===== src/rtl/cpu_types_pkg.sv =====
// cpu_types_pkg: shared pipeline types for the front end (IF/ID latch layout, fetch FSM states).
package cpu_types_pkg;
  typedef logic [31:0] word_t;
  typedef struct packed {
    word_t instr;
    word_t npc;
    logic  valid;
  } ifid_t;
  typedef enum logic {FETCH, HALTED} fetch_state_t;
  localparam ifid_t IFID_BUBBLE = '{instr: '0, npc: '0, valid: 1'b0};
  function automatic word_t sat_inc(input word_t v);
    return (&v) ? v : v + 32'd1;
  endfunction
endpackage


===== src/rtl/ifid_reg.sv =====
// ifid_reg: IF/ID pipeline latch; flush loads a bubble and overrides enable, otherwise holds.
module ifid_reg
  import cpu_types_pkg::*;
(
  input  logic  CLK,
  input  logic  nRST,
  input  logic  i_en,
  input  logic  i_flush,
  input  ifid_t i_d,
  output ifid_t o_q
);
  ifid_t r_q;
  always_ff @(posedge CLK or negedge nRST)
    if (!nRST) r_q <= IFID_BUBBLE;
    else if (i_flush) r_q <= IFID_BUBBLE;
    else if (i_en) r_q <= i_d;
  assign o_q = r_q;
endmodule


===== src/rtl/fetch_stage.sv =====
// fetch_stage: owns the PC and fetch FSM, drives the icache request and fills the IF/ID latch.
module fetch_stage
  import cpu_types_pkg::*;
#(
  parameter word_t       PC_INIT = 32'h0000_0000,
  parameter int unsigned PC_STEP = 4
) (
  input  logic        CLK,
  input  logic        nRST,
  input  logic        ihit,
  input  logic [31:0] iload,
  input  logic        mem_stall,
  input  logic        hazard,
  input  logic        branch,
  input  logic [31:0] branch_target,
  input  logic        jump,
  input  logic [31:0] jump_target,
  input  logic        halt,
  output logic        imemREN,
  output logic [31:0] imemaddr,
  output logic [31:0] ifid_instr,
  output logic [31:0] ifid_npc,
  output logic        ifid_valid,
  output logic [31:0] fetch_count
);
  word_t        r_pc, r_cnt;
  fetch_state_t r_state;
  ifid_t        w_d, w_q;
  logic         w_quiet, w_stall, w_redir, w_fetch, w_flush;
  word_t        w_npc, w_target;
  assign w_npc    = r_pc + word_t'(PC_STEP);
  assign w_target = branch ? branch_target : jump_target;
  assign w_quiet  = (r_state == HALTED) | halt;
  assign w_stall  = mem_stall | hazard;
  assign w_redir  = branch | jump;
  assign w_fetch  = !w_quiet & !w_stall & !w_redir & ihit;
  // a miss or redirect sends a bubble downstream; a stall keeps IF/ID frozen
  assign w_flush  = w_quiet | (!w_stall & (w_redir | !ihit));
  assign w_d      = '{instr: iload, npc: w_npc, valid: 1'b1};
  always_ff @(posedge CLK or negedge nRST)
    if (!nRST) begin
      r_pc    <= PC_INIT;
      r_cnt   <= '0;
      r_state <= FETCH;
    end else begin
      if (halt) r_state <= HALTED;
      if (!w_quiet && !w_stall && w_redir) r_pc <= w_target;
      else if (w_fetch) r_pc <= w_npc;
      if (w_fetch) r_cnt <= sat_inc(r_cnt);
    end
  ifid_reg u_ifid (
    .CLK     (CLK),
    .nRST    (nRST),
    .i_en    (w_fetch),
    .i_flush (w_flush),
    .i_d     (w_d),
    .o_q     (w_q)
  );
  assign imemREN     = (r_state == FETCH);
  assign imemaddr    = r_pc;
  assign ifid_instr  = w_q.instr;
  assign ifid_npc    = w_q.npc;
  assign ifid_valid  = w_q.valid;
  assign fetch_count = r_cnt;
endmodule


===== config.mk =====
export PLATFORM = sky130hd
export DESIGN_NAME = fetch_stage
export DESIGN_NICKNAME = d
export VERILOG_FILES = /design/src/rtl/cpu_types_pkg.sv /design/src/rtl/ifid_reg.sv /design/src/rtl/fetch_stage.sv
export SDC_FILE = /design/constraint.sdc
export NUM_CORES = 1
export LEC_CHECK = 0
export ABC_AREA = 0
export CAP_MARGIN = 5
export CORE_ASPECT_RATIO = 0.75
export CORE_UTILIZATION = 48
export DETAILED_ROUTE_END_ITERATION = 12
export GPL_ROUTABILITY_DRIVEN = 0
export PLACE_DENSITY = 0.84
export SKIP_CTS_REPAIR_TIMING = 1
export SYNTH_ARGS = -nofsm -noshare
export SYNTH_HDL_FRONTEND = slang
export SYNTH_SLANG_ARGS = --single-unit

===== constraint.sdc =====
create_clock -name CLK -period 3.4 [get_ports CLK]
set_input_delay 0.51 -clock CLK [delete_from_list [all_inputs] [get_ports CLK]]
set_output_delay 0.51 -clock CLK [all_outputs]
set_load 0.01 [all_outputs]

==> run summary, run 1 <==
Observations from the implementation run.

Detailed routing:
- The run puts the wire length on met2 at 9210 um.
- The run puts the average vias per placed instance at 5.74.
- The run gives the count of TritonRoute iterations in the first routing pass as 5.
- For this block, the routed nets add up to 19,100 um of wire.

Yosys:
- For reference, simple AND, OR, NAND and NOR cells occupy 15.8% of the area reported after synthesis.
- The run gives the sequential share of the synthesized area as 51.7%.
- Of the total synthesized cell area, the portion taken by AND-OR and OR-AND cells is 16.8%.

Finish:
- The run puts the number of flip-flops under the largest register name at 65.
- The run gives the number of antenna cells inserted as 0.

Setup path:
- In this run the worst path has a maximum fanout of 7.
- The critical path goes through ha_1, nand3_1, nor4_1, a41oi_1, o21ai_0, o211ai_1.
- STA classifies the critical path endpoint as a register.
- STA classifies the critical path startpoint as a register.
- The run gives the worst flop-to-flop path endpoint as imemaddr[22].
- Looking at the critical path, the single cell with the biggest stage delay is nor4_1.
- The run puts the buffers plus inverters on the worst setup path at 0.
- The run gives the setup slack on the worst flop-to-flop path as 1030 ps.

Die:
- The run gives the top-level I/O count as 234.
- The run puts the chip footprint at 0.0136 mm2.

STA:
- Setup repair after global routing left no endpoint under its margin.
- The run puts the total setup violations reported at the end of the flow at 0.
- The run gives the headroom to the max-slew limit as 47.9%.

Min path:
- The worst hold path belongs to the class input port to async pin.

Place:
- Per the placement log, port buffering inserted 233 buffers.

Outcome:
- The flow ran to the end, and the final reports show no timing, DRC or antenna violations.

Pwr:
- The power report attributes to the clock group a share of 48.3%.
- The run puts the power drawn by the sequential cells at 1620 uW.
- The run puts the cell internal power dissipation at 2850 uW.
## run 1: synth_stat cells, drive strengths merged (5+ instances only)
library cell    n  area [um2]
dfrtp         130        3250
nand2          71         267
o21ai          51         255
a22o           35         307
nand3          32         165
mux2i          30         300
xnor2          29         254
nor2           27         101
clkbuf         25        93.8
a21oi          21         105
xor2           17         149
nand4          16         106
and3           13        81.3
buf            13        66.3
and4           10        87.6
o32a           10         101
inv             9        33.8
o211ai          7        52.6
mux2            6        67.6
nor4            6        58.8
a21o            5        38.8
and2            5        31.3
## run 1: cell type report
class                      instances  share of cell area, %
clock inverter                    14                   1.66
timing repair buffer             244                   25.9
sequential                       130                   34.6
multi-input combinational        427                   30.7
inverter                           9                  0.359
tap                              166                   2.21
clock buffer                      18                   4.57
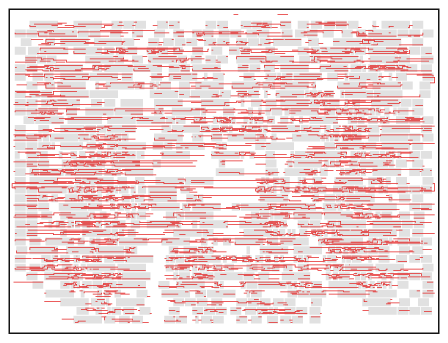
**Above:** run 1 (signal wires on met1).
The wires run mostly horizontal. 795 nets have wire on it. The layer holds 42% of the routed length.

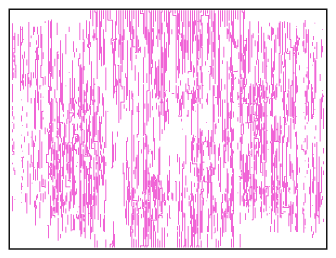
**Above:** run 1 (signal wires on met2).
The wires run mostly vertical. 837 nets have wire on it. The layer carries 9,210 um of wire. The longest straight run is 39.8 um.

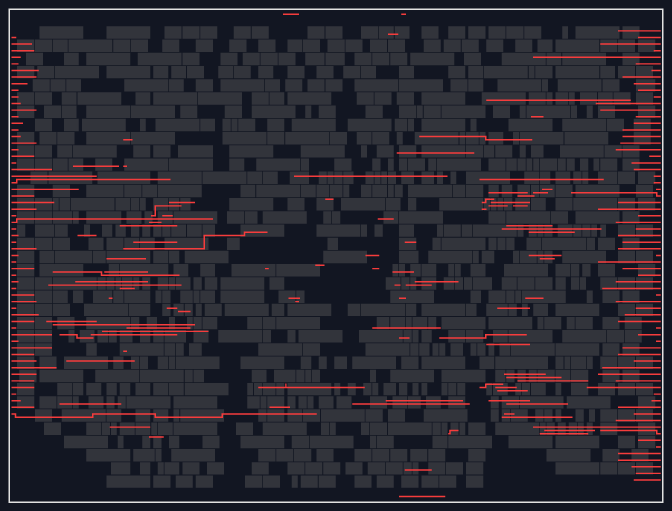
**Above:** run 1 (the metal 3 layer).
The longest straight run is 40.3 um. The layer holds 8.6% of the routed length. The wires run mostly horizontal. The layer carries 1,640 um of wire. 185 nets have wire on it.

## Run 2: what changed since run 1
--- a/config.mk
+++ b/config.mk
@@ -8,10 +8,10 @@
 export ABC_AREA = 0
 export CAP_MARGIN = 5
 export CORE_ASPECT_RATIO = 0.75
-export CORE_UTILIZATION = 48
+export CORE_UTILIZATION = 45
 export DETAILED_ROUTE_END_ITERATION = 12
 export GPL_ROUTABILITY_DRIVEN = 0
-export PLACE_DENSITY = 0.84
+export PLACE_DENSITY = 0.79
 export SKIP_CTS_REPAIR_TIMING = 1
 export SYNTH_ARGS = -nofsm -noshare
 export SYNTH_HDL_FRONTEND = slang
==> constraint.sdc (replaced) <==
create_clock -name CLK -period 2.25 [get_ports CLK]
set_input_delay 0.3375 -clock CLK [delete_from_list [all_inputs] [get_ports CLK]]
set_output_delay 0.3375 -clock CLK [all_outputs]
set_load 0.01 [all_outputs]
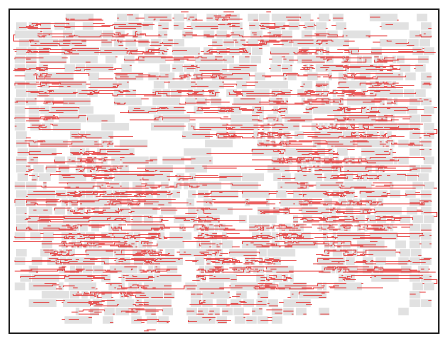
**Above:** run 2 (signal wires on met1).
The layer holds 41% of the routed length. The layer carries 7,750 um of wire. The longest straight run is 39.1 um. 821 nets have wire on it.

==> run 2 against run 1 <==
Against the previous run:
- the run now ends with design-rule violations left
- utilization is 4.1 points lower
- clock skew is 6.9 ps lower
- critical endpoint is now fetch_count[28]
- first-iteration DRC count is 71% higher
- largest power group unchanged
==> run summary, run 2 <==
Observations from the implementation run.

Finish:
- The run gives the number of antenna cells inserted as 1.
- The run puts the number of flip-flops under the largest register name at 65.
- The run gives the fraction of area in registers as 33.5%.
- The run gives the count of plain and timing-repair buffers in the layout as 272.
- In the final design, more cell area goes to sequential cells than to any other class.
- The run gives the number of logic inverters in the finished layout as 9.
- The run puts the number of combinational gates with multiple inputs at 427.
- The top cell type in the final layout, fill and taps aside, is clkdlybuf4s50_1.
- The run puts the final-layout clock buffer total at 20.
- After layout the signal buffers, clock cells excluded, come to 28.1% of cell area.
- After layout the clock buffers and inverters come to 6.14% of cell area.
- The run gives the tally of filler cells in the layout as 1,044.
- The run puts the combinational share of cell area at 29.6%.

Outcome:
- The run finished, with violations left.
- The checks that failed: design-rule violations.

Setup path:
- The run gives the maximum fanout count along the critical path as 6.
- The run gives the category of the worst setup path launch point as a register.
- The run puts the setup slack on the worst flop-to-flop path at 130 ps.
- The critical path's slowest stage uses the library cell nor4_2.
- Per the timing report, the most critical flop-to-flop path finishes at fetch_count[28].
- The run puts the largest stage delay on the critical path at 450 ps.
- The worst setup path is captured at a register.
- The run puts the buffers plus inverters on the worst setup path at 0.
- Listed in order, past its start point the critical path passes ha_1, and3_1, nand4_1, nor4_2, nand3_1, xnor2_1.

Place:
- The run gives the final HPWL from detailed placement as 13,600 um.
- The run puts the number of I/O port buffers at 233.
- The post-placement cell area is 0.00911 mm2.
- The run gives the pre-CTS worst setup slack as -158 ps.

GRT:
- In the global route stage, overall resource usage came out at 27.2%.
- The run gives the global-route track usage on met2 as 43.1%.

Yosys:
- For this run the top cell type by instance count after synthesis was dfrtp_1.
- The run puts the sequential share of the synthesized area at 51.7%.
- Yosys reports that the most numerous cell types are dfrtp_1, nand2_1, o21ai_0, a22o_1, nand3_1.
- The run puts the top cell type's share of synthesized area at 51.7%.
- Sorting the synthesized cells by area gives the leading types as dfrtp_1, a22o_1, mux2i_1, nand2_1, o21ai_0.
- Looking at area per cell type in the netlist, the leader is dfrtp_1.

STA:
- The run puts the setup slack after layout at 134 ps.
- The run gives the fmax as 0.473 GHz.
- The run gives the total setup violations reported at the end of the flow as 0.
- The run gives the headroom to the max-slew limit as 52.6%.

Clock network:
- The run gives the post-CTS clock slew at the launch and capture registers of the worst setup and hold paths as 60 ps.

Die:
- The run gives the chip footprint as 0.0145 mm2.
- The run puts the number of tap cells inserted at 175.
- The run gives the top-level I/O count as 234.

Detailed routing:
- TritonRoute reported its final design rule violation total as 17.
- The run gives the count of TritonRoute iterations in the first routing pass as 10.
- In the detailed route, the total length drawn on met2 is 8930 um.
- For this run, the detailed router reports a per-instance via density of 5.62.

Min path:
- Checking hold timing, the worst path is listed with class input port to register.
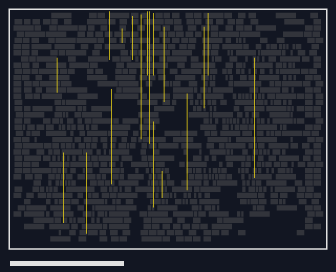
**Above:** run 2 (the metal 4 layer).
Scale bar: 50 um.
The longest straight run is 57.8 um. The wires run mostly vertical. 14 nets have wire on it.
vias after detailed routing: 5,874
final WL: 18,900 um

-- run 2: cell counts after synthesis --
No cell type changed its count.
-- run 2: cell families (layout without fill, tap and decap cells) --
group	count (synthesis)	after routing	synth area share, %
buffers and inverters	47	313	3.08
xor gates and xnor gates	46	46	6.40
other	0	1	0
and+or+nand+nor	194	194	15.8
DFF	130	130	51.7
muxes	36	36	5.84
AOI/OAI and AO/OA	149	149	16.8
adders and majority gates	2	2	0.397
-- run 2: report_power, final --
| group | leakage (uW) | internal [uW] | switching (uW) |
|---|---|---|---|
| Clock | 0.000281 | 1720 | 1060 |
| Sequential | 0.00178 | 2380 | 59.4 |
| Combinational | 0.00214 | 303 | 200 |
| Total | 0.00421 | 4400 | 1320 |
Power and IR drop assume default switching activity.
